--- src/rtl/excess3_to_bcd_serial_pkg.sv ---
// x3b_pkg: shared types and constants for the serial Excess-3 to BCD decoder.
//   x3b_state_e  : bit position / borrow FSM encoding (7 states, 3 bits)
//   EXCESS       : the constant subtracted from each Excess-3 digit
//   X3_MAX_VALID : largest legal raw Excess-3 code
//   state_pos / state_borrow : decode a state into bit index and carried borrow
package x3b_pkg;

  typedef enum logic [2:0] {
    T0    = 3'd0,
    T1_B0 = 3'd1,
    T1_B1 = 3'd2,
    T2_B0 = 3'd3,
    T2_B1 = 3'd4,
    T3_B0 = 3'd5,
    T3_B1 = 3'd6
  } x3b_state_e;

  localparam logic [3:0] EXCESS       = 4'd3;
  localparam logic [3:0] X3_MAX_VALID = 4'd12;

  function automatic logic [1:0] state_pos(input x3b_state_e s);
    case (s)
      T1_B0, T1_B1: return 2'd1;
      T2_B0, T2_B1: return 2'd2;
      T3_B0, T3_B1: return 2'd3;
      default:      return 2'd0;
    endcase
  endfunction

  function automatic logic state_borrow(input x3b_state_e s);
    case (s)
      T1_B1, T2_B1, T3_B1: return 1'b1;
      default:             return 1'b0;
    endcase
  endfunction

endpackage

--- src/rtl/excess3_to_bcd_serial_if.sv ---
// Serial Excess-3 in / decoded BCD out bundle.
//   master : producer of E_* bits and consumer of decoded results
//   slave  : the decoder
interface excess3_to_bcd_serial_if #(parameter int CNT_W = 8);
  logic             E_in;
  logic             E_valid;
  logic             E_sync;
  logic             B_out;
  logic             B_valid;
  logic             digit_last;
  logic [3:0]       digit_q;
  logic             digit_stb;
  logic             code_err;
  logic [CNT_W-1:0] digit_cnt;

  modport master (
    output E_in, E_valid, E_sync,
    input  B_out, B_valid, digit_last, digit_q, digit_stb, code_err, digit_cnt
  );

  modport slave (
    input  E_in, E_valid, E_sync,
    output B_out, B_valid, digit_last, digit_q, digit_stb, code_err, digit_cnt
  );
endinterface

--- src/rtl/excess3_to_bcd_serial_sub_cell.sv ---
// serial_sub_cell: 1-bit full subtractor, d = e - y - b_in.
//   e, y, b_in : minuend bit, subtrahend bit, incoming borrow
//   d, b_out   : difference bit, outgoing borrow
module serial_sub_cell (
  input  logic e,
  input  logic y,
  input  logic b_in,
  output logic d,
  output logic b_out
);
  assign d     = e ^ y ^ b_in;
  assign b_out = (~e & (y | b_in)) | (y & b_in);
endmodule

--- src/rtl/excess3_to_bcd_serial.sv ---
// excess3_to_bcd_serial: LSB-first serial Excess-3 to BCD decoder (Mealy),
// with a registered parallel digit, strobe, digit counter and optional
// invalid-code flag (built only when X3B_ERR_CHECK_EN is defined).
//   clk, reset : clock, synchronous active-high reset
//   bus        : slave side of excess3_to_bcd_serial_if
//                E_in/E_valid/E_sync in; B_out/B_valid/digit_last comb out;
//                digit_q/digit_stb/code_err/digit_cnt registered out
module excess3_to_bcd_serial
  import x3b_pkg::*;
#(
  parameter int CNT_W = 8
) (
  input  logic                      clk,
  input  logic                      reset,
  excess3_to_bcd_serial_if.slave    bus
);

  x3b_state_e       state_q, state_d;
  logic [1:0]       pos;
  logic             b_cur, y, d, b_nxt;
  logic [2:0]       shift_q;
  logic [3:0]       digit_q;
  logic             stb_q;
  logic [CNT_W-1:0] cnt_q;

  // A sync bit restarts the digit: decode as bit 0 with no borrow.
  always_comb begin
    pos   = state_pos(state_q);
    b_cur = state_borrow(state_q);
    if (bus.E_sync) begin
      pos   = 2'd0;
      b_cur = 1'b0;
    end
  end

  assign y = EXCESS[pos];

  serial_sub_cell u_cell (
    .e    (bus.E_in),
    .y    (y),
    .b_in (b_cur),
    .d    (d),
    .b_out(b_nxt)
  );

  always_comb begin
    state_d = state_q;
    if (bus.E_valid) begin
      case (pos)
        2'd0:    state_d = b_nxt ? T1_B1 : T1_B0;
        2'd1:    state_d = b_nxt ? T2_B1 : T2_B0;
        2'd2:    state_d = b_nxt ? T3_B1 : T3_B0;
        default: state_d = T0;  // borrow out of bit 3 is not kept
      endcase
    end
  end

  always_ff @(posedge clk) begin
    if (reset) state_q <= T0;
    else       state_q <= state_d;
  end

  // Decoded bits shift in at the top so bit 0 lands in shift_q[0].
  always_ff @(posedge clk) begin
    if (reset) begin
      shift_q <= '0;
      digit_q <= '0;
      stb_q   <= 1'b0;
      cnt_q   <= '0;
    end else begin
      stb_q <= 1'b0;
      if (bus.E_valid) begin
        if (pos == 2'd3) begin
          digit_q <= {d, shift_q};
          stb_q   <= 1'b1;
          cnt_q   <= cnt_q + CNT_W'(1);
        end else begin
          shift_q <= {d, shift_q[2:1]};
        end
      end
    end
  end

`ifdef X3B_ERR_CHECK_EN
  logic [2:0] shadow_q;
  logic       err_q;

  // Raw code < 3 shows up as a final borrow; raw > 12 needs the raw bits.
  always_ff @(posedge clk) begin
    if (reset) begin
      shadow_q <= '0;
      err_q    <= 1'b0;
    end else if (bus.E_valid) begin
      if (pos == 2'd3)
        err_q <= b_nxt | ({bus.E_in, shadow_q} > X3_MAX_VALID);
      else
        shadow_q <= {bus.E_in, shadow_q[2:1]};
    end
  end

  assign bus.code_err = err_q;
`else
  assign bus.code_err = 1'b0;
`endif

  assign bus.B_out      = bus.E_valid & d;
  assign bus.B_valid    = bus.E_valid;
  assign bus.digit_last = bus.E_valid & (pos == 2'd3);
  assign bus.digit_q    = digit_q;
  assign bus.digit_stb  = stb_q;
  assign bus.digit_cnt  = cnt_q;

endmodule

--- src/flat_wrapper.sv ---
// flat-port wrapper written by rule: the top's interface ports become plain ports
module excess3_to_bcd_serial_flat import x3b_pkg::*;
#(
  parameter int CNT_W = 8
)
  (clk, reset, bus_E_in, bus_E_valid, bus_E_sync, bus_B_out, bus_B_valid, bus_digit_last, bus_digit_q, bus_digit_stb, bus_code_err, bus_digit_cnt);
  excess3_to_bcd_serial_if #(.CNT_W(CNT_W)) bus_i ();
  input  logic clk;
  input  logic reset;
  input wire logic [$bits(bus_i.E_in)-1:0] bus_E_in;
  input wire logic [$bits(bus_i.E_valid)-1:0] bus_E_valid;
  input wire logic [$bits(bus_i.E_sync)-1:0] bus_E_sync;
  output wire logic [$bits(bus_i.B_out)-1:0] bus_B_out;
  output wire logic [$bits(bus_i.B_valid)-1:0] bus_B_valid;
  output wire logic [$bits(bus_i.digit_last)-1:0] bus_digit_last;
  output wire logic [$bits(bus_i.digit_q)-1:0] bus_digit_q;
  output wire logic [$bits(bus_i.digit_stb)-1:0] bus_digit_stb;
  output wire logic [$bits(bus_i.code_err)-1:0] bus_code_err;
  output wire logic [$bits(bus_i.digit_cnt)-1:0] bus_digit_cnt;
  assign bus_i.E_in = bus_E_in;
  assign bus_i.E_valid = bus_E_valid;
  assign bus_i.E_sync = bus_E_sync;
  assign bus_B_out = bus_i.B_out;
  assign bus_B_valid = bus_i.B_valid;
  assign bus_digit_last = bus_i.digit_last;
  assign bus_digit_q = bus_i.digit_q;
  assign bus_digit_stb = bus_i.digit_stb;
  assign bus_code_err = bus_i.code_err;
  assign bus_digit_cnt = bus_i.digit_cnt;
  excess3_to_bcd_serial #(.CNT_W(CNT_W)) u_core (.clk(clk), .reset(reset), .bus(bus_i));
endmodule
--- config.mk ---
export PLATFORM = sky130hd
export DESIGN_NAME = excess3_to_bcd_serial_flat
export DESIGN_NICKNAME = d
export VERILOG_FILES = /design/src/rtl/excess3_to_bcd_serial_pkg.sv /design/src/rtl/excess3_to_bcd_serial_if.sv /design/src/rtl/excess3_to_bcd_serial_sub_cell.sv /design/src/rtl/excess3_to_bcd_serial.sv /design/src/flat_wrapper.sv
export SDC_FILE = /design/constraint.sdc
export NUM_CORES = 1
export LEC_CHECK = 0
export ABC_AREA = 1
export CORE_MARGIN = 3
export CORE_UTILIZATION = 52
export CTS_CLUSTER_SIZE = 10
export DETAILED_ROUTE_END_ITERATION = 10
export HOLD_SLACK_MARGIN = 0.06
export PLACE_DENSITY = 0.82
export REMOVE_ABC_BUFFERS = 1
export SYNTH_ARGS = -nofsm -noshare
export SYNTH_HDL_FRONTEND = slang
export SYNTH_HIERARCHICAL = 1
export SYNTH_SLANG_ARGS = --single-unit
--- constraint.sdc ---
create_clock -name clk -period 4.9 [get_ports clk]
set_input_delay 1.225 -clock clk [delete_from_list [all_inputs] [get_ports clk]]
set_output_delay 1.225 -clock clk [all_outputs]
set_load 0.005 [all_outputs]
==> flow_summary.ini, run 1 <==
; yosys + openroad results
[outcome]
status = finished, final reports clean

[synth]
ys_cells = 143
top_cell = nand2_1
common_cells = 38 x nand2_1, 24 x nor2_1, 19 x dfxtp_1, 17 x inv_1
synth_top_area_share_pct = 38.5
edf_count = 0

[critical_path]
critPathMaxFanout = 3
critPathMostFrequentCell = inv_1
r2r_cells = 12
crit_slowest_cell = clkdlybuf4s50_1

[power]
internal_power_mw = 0.206
swShare_pct = 27.3
powerSeq_mw = 0.163

[clock_tree]
cts_setup_buffers = 0
clkLatencyLatePin_ps = 310
cts_resized = 0

[layout]
nFillCells = 181
comb_cells = 101
layout.cells.non_filler = 187
final_util_pct = 68.7
largest_cell_class = logic gates
lay_top_count = nand2_1

[placed_design]
numPortBuffers = 20
place_congestion = 0.839
dpl.cell_count = 183

[detailed_routing]
drt-initial-drc-count = 45
ant_nets = 0

[final_timing]
hold_viol_final = 0
drv_slew = 0
skew_ps = 14.0
max_freq_mhz = 232
min_period_ps = 4310
finalClockPeriodUsage_pct = 87.9
setup_viol = 0
rsz0062_at_grt = false

[global_routing]
grt_max_degree = 14
antenna_found_initial = 0

[floorplan]
core_mm2 = 0.00176
io_pins = 22

[min_path]
whs_path_depth = 2
==> run 1: state kept, by name, indices dropped and copies added, names as in the netlist <==
name	flops
u_core/bus.digit_q	4
u_core/bus.digit_stb	1
u_core/bus.digit_cnt	8
u_core/shift_q	3
u_core/state_q	3
==> run 1: worst paths after layout <==
path                          from               endpoint  slack, ps
min          u_core/bus.digit_q[3]  u_core/bus.digit_q[3]        490
max reg2reg      u_core/state_q[0]      u_core/state_q[1]       2950
max                     bus_E_sync              bus_B_out        590
min reg2reg  u_core/bus.digit_q[3]  u_core/bus.digit_q[3]        490
==> run 1: cell families after synthesis <==
group	after synthesis	synth area share (%)
AOI/OAI and AO/OA	17	8.87
xor gates and xnor gates	3	2.66
adders and majority gates	2	3.30
other	1	0.380
DFF	19	38.5
and+or+nand+nor	78	35.6
buffers and inverters	23	10.6
==> run_1/registers.png <==
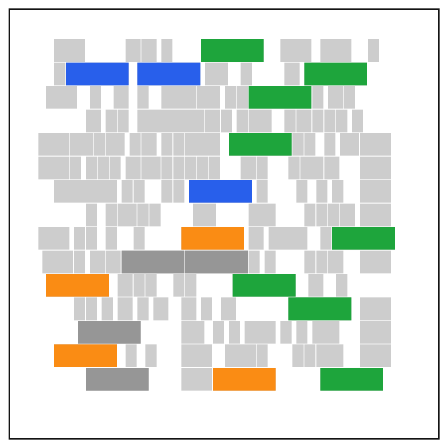
Blue stands for u_core/state_q, sequential cells 3. Green stands for u_core/bus.digit_cnt, sequential cells 8. Orange stands for u_core/bus.digit_q, sequential cells 4.
Another 4 sequential cells are not colored.

==> run_1/metal_stack.png <==
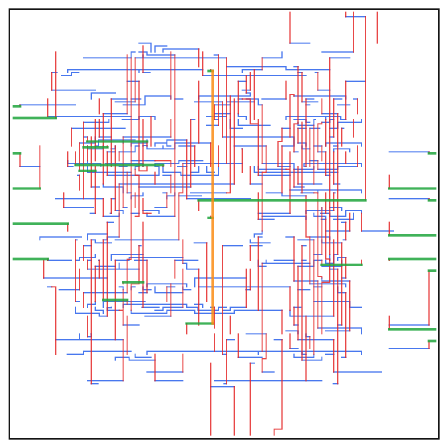
Orange stands for met4, wire length 29.2 µm. Green stands for met3, wire length 97.3 µm. Blue stands for met1, wire length 888 µm. Red stands for met2, wire length 965 µm.

==> run_1/clock_map.png <==
Bar = 10 µm.
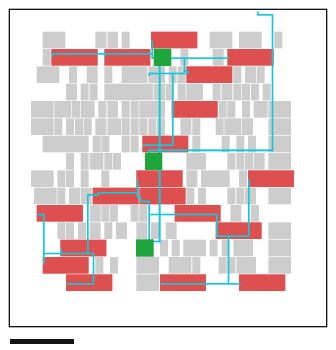
Red stands for flip-flops, count 19. Green stands for cells driving clock nets, count 3. Cyan stands for clock wires, length 238 µm.
There are 4 routed clock nets.

## Run 2: what changed since run 1
--- a/config.mk
+++ b/config.mk
@@ -6,12 +6,14 @@
 export NUM_CORES = 1
 export LEC_CHECK = 0
 export ABC_AREA = 1
+export CELL_PAD_IN_SITES_DETAIL_PLACEMENT = 1
+export CELL_PAD_IN_SITES_GLOBAL_PLACEMENT = 1
 export CORE_MARGIN = 3
-export CORE_UTILIZATION = 52
+export CORE_UTILIZATION = 37
 export CTS_CLUSTER_SIZE = 10
 export DETAILED_ROUTE_END_ITERATION = 10
 export HOLD_SLACK_MARGIN = 0.06
-export PLACE_DENSITY = 0.82
+export PLACE_DENSITY_LB_ADDON = 0.1
 export REMOVE_ABC_BUFFERS = 1
 export SYNTH_ARGS = -nofsm -noshare
 export SYNTH_HDL_FRONTEND = slang
==> run_2/clock_map.png <==
Bar = 20 µm.
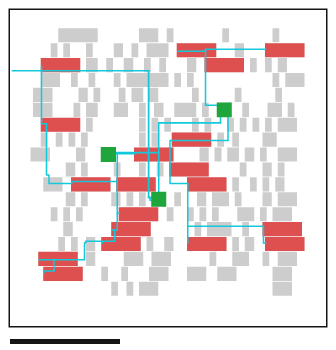
Green stands for cells driving clock nets, count 3. Cyan stands for clock wires, length 252 µm. Red stands for flip-flops, count 19.
There are 4 routed clock nets.

==> run_2/registers.png <==
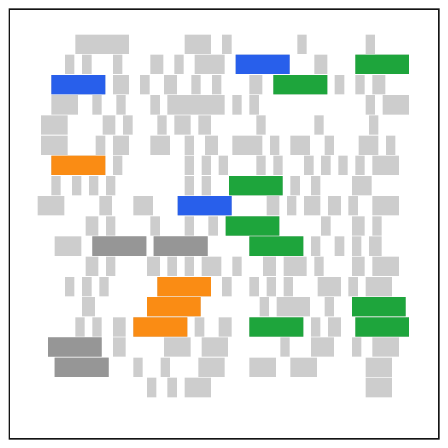
flop share of the area: 31.3%
final core utilization: 48.5%

==> flow_summary.ini, run 2 <==
; yosys + openroad results
[final_timing]
hold_viol_final = 0
skew_ps = 5.53
drv_slew = 0
setup_viol = 0

[synth]
xor_share_pct = 2.66
compound_area_share_pct = 8.87
ys_cells = 143
logic_family = simple AND/OR/NAND/NOR gates
edf_count = 0
top_cell = nand2_1
common_cells = 38 x nand2_1, 24 x nor2_1, 19 x dfxtp_1, 17 x inv_1

[placed_design]
numPortBuffers = 20
place_congestion = 0.892

[critical_path]
crit_path_start = bus_E_sync
r2r_cells = 12
r2r-end = u_core/state_q[1]
r2r_start = u_core/state_q[0]
ff2ff_setup_slack_ps = 2920

[clock_tree]
cts_setup_buffers = 0
cts_resized = 0

[layout]
nFillCells = 335

[min_path]
hp-start = u_core/shift_q[0]

[outcome]
status = finished, final reports clean

[global_routing]
grt_max_degree = 14

[floorplan]
core_mm2 = 0.00250
==> run_2/metal_stack.png <==
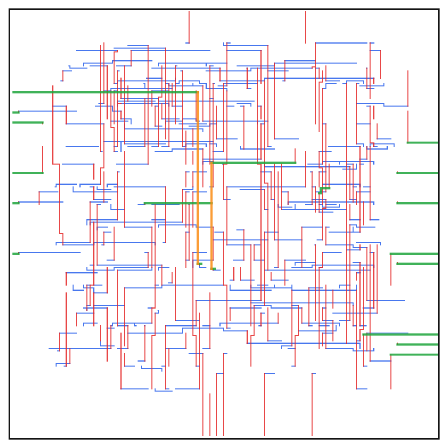
Green stands for met3, wire length 105 µm. Orange stands for met4, wire length 37.4 µm. Red stands for met2, wire length 1200 µm. Blue stands for met1, wire length 986 µm.
Total Routing Usage GR: 16.1%
Post-Route WL: 2330 µm

## run 2: cell types whose count changed in the layout (fill, tap and decap cells not counted)
cell,before,now
clkbuf_1,0,1
clkinvlp_4,1,0
## run 2: metrics by stage
step	total power, mW	hold slack, ps	area, µm²	instances
final	0.281	491	1210	192
after detailed placement	0.208	474	1190	188
after CTS	0.289	497	1210	192
after floorplan	0.190	450	950	138
after global placement	0.206	462	1190	188
after global routing	0.298	524	1210	192
## run 2: power by group
part / internal (mW) / leakage (nW) / switching (mW) / total (mW)
clock: 0.0317 / 0.0150 / 0.0461 / 0.0778
sequential: 0.159 / 0.154 / 0.00434 / 0.163
combinational: 0.0163 / 0.356 / 0.0238 / 0.0402
total: 0.207 / 0.526 / 0.0743 / 0.281
## Run 3: what changed since run 2
--- a/config.mk
+++ b/config.mk
@@ -12,7 +12,6 @@
 export CORE_UTILIZATION = 37
 export CTS_CLUSTER_SIZE = 10
 export DETAILED_ROUTE_END_ITERATION = 10
-export HOLD_SLACK_MARGIN = 0.06
 export PLACE_DENSITY_LB_ADDON = 0.1
 export REMOVE_ABC_BUFFERS = 1
 export SYNTH_ARGS = -nofsm -noshare
==> run_3/registers.png <==
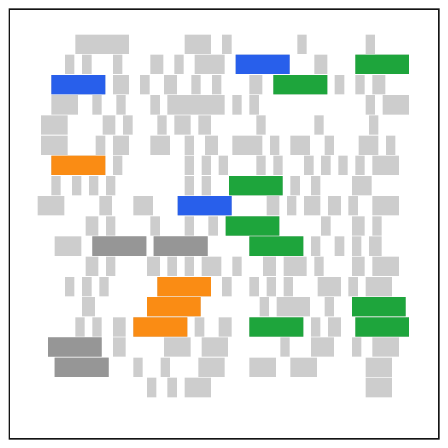
Green stands for u_core/bus.digit_cnt, sequential cells 8. Orange stands for u_core/bus.digit_q, sequential cells 4. Blue stands for u_core/state_q, sequential cells 3.
Reg area: 380 µm²
Seq power: 0.163 mW

==> run_3/met3.png <==
Bar = 20 µm.
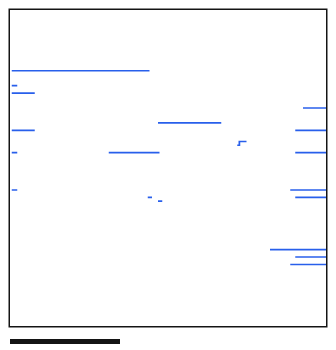
The layer carries 105 µm of wire. The wires run mostly horizontal. The longest straight run is 24.8 µm.
met3 Usage GRT: 4.23%
via count: 957

==> flow_summary.ini, run 3 <==
; yosys + openroad results
[outcome]
status = finished, final reports clean

[final_timing]
skew_ps = 5.53
setup_viol = 0
drv_slew = 0
hold_viol_final = 0

[layout]
final_util_pct = 48.5
fin_area_mm2 = 0.00121
layout.cells.non_filler = 192

[synth]
top_cell = nand2_1
edf_count = 0

[global_routing]
grt_max_degree = 14
track_usage_pct = 16.1

[critical_path]
crit_path_start = bus_E_sync
r2r_cells = 12
r2r-end = u_core/state_q[1]

[clock_tree]
cts_setup_buffers = 0
cts_resized = 0

[power]
swShare_pct = 26.4
clkPwrFrac_pct = 27.6
sequentialPowerShare_pct = 58.1
power_leader = registers
clk-power_mw = 0.0778
comb-power_mw = 0.0402
power_switching_mw = 0.0743
internal_power_mw = 0.207
p_total_mw = 0.281

[placed_design]
dpl.cell_count = 188

[detailed_routing]
wirelength_um = 2330
==> run_3/final_placement.png <==
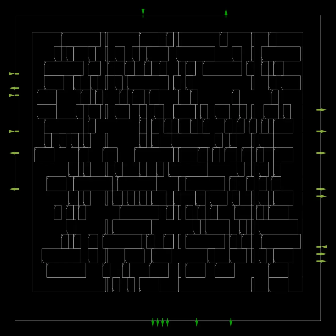
Well Taps: 30
core area: 0.00250 mm²
Fillers: 335

-- run 3: cell counts in the layout (fill, tap and decap cells not counted) --
No cell type changed its count.
-- run 3: how the worst min path moves through the flow --
stage | to | from | slack, ps
floorplan | u_core/shift_q[0] | u_core/shift_q[0] | 450
global placement | u_core/bus.digit_q[0] | u_core/bus.digit_q[0] | 460
detailed placement | u_core/shift_q[0] | u_core/shift_q[0] | 470
CTS | u_core/shift_q[0] | u_core/shift_q[0] | 500
global route | u_core/bus.digit_q[3] | u_core/bus.digit_q[3] | 520
finish | u_core/shift_q[0] | u_core/shift_q[0] | 490
-- run 3: logic make-up after synthesis --
group	Yosys count	share of synthesized area [%]
other cells	1	0.380
simple gates	78	35.6
buf+inv	23	10.6
fa+ha+maj	2	3.30
compound gates	17	8.87
flops	19	38.5
xor+xnor	3	2.66
Power figures rest on the tool's default switching activity, not on a simulated workload.
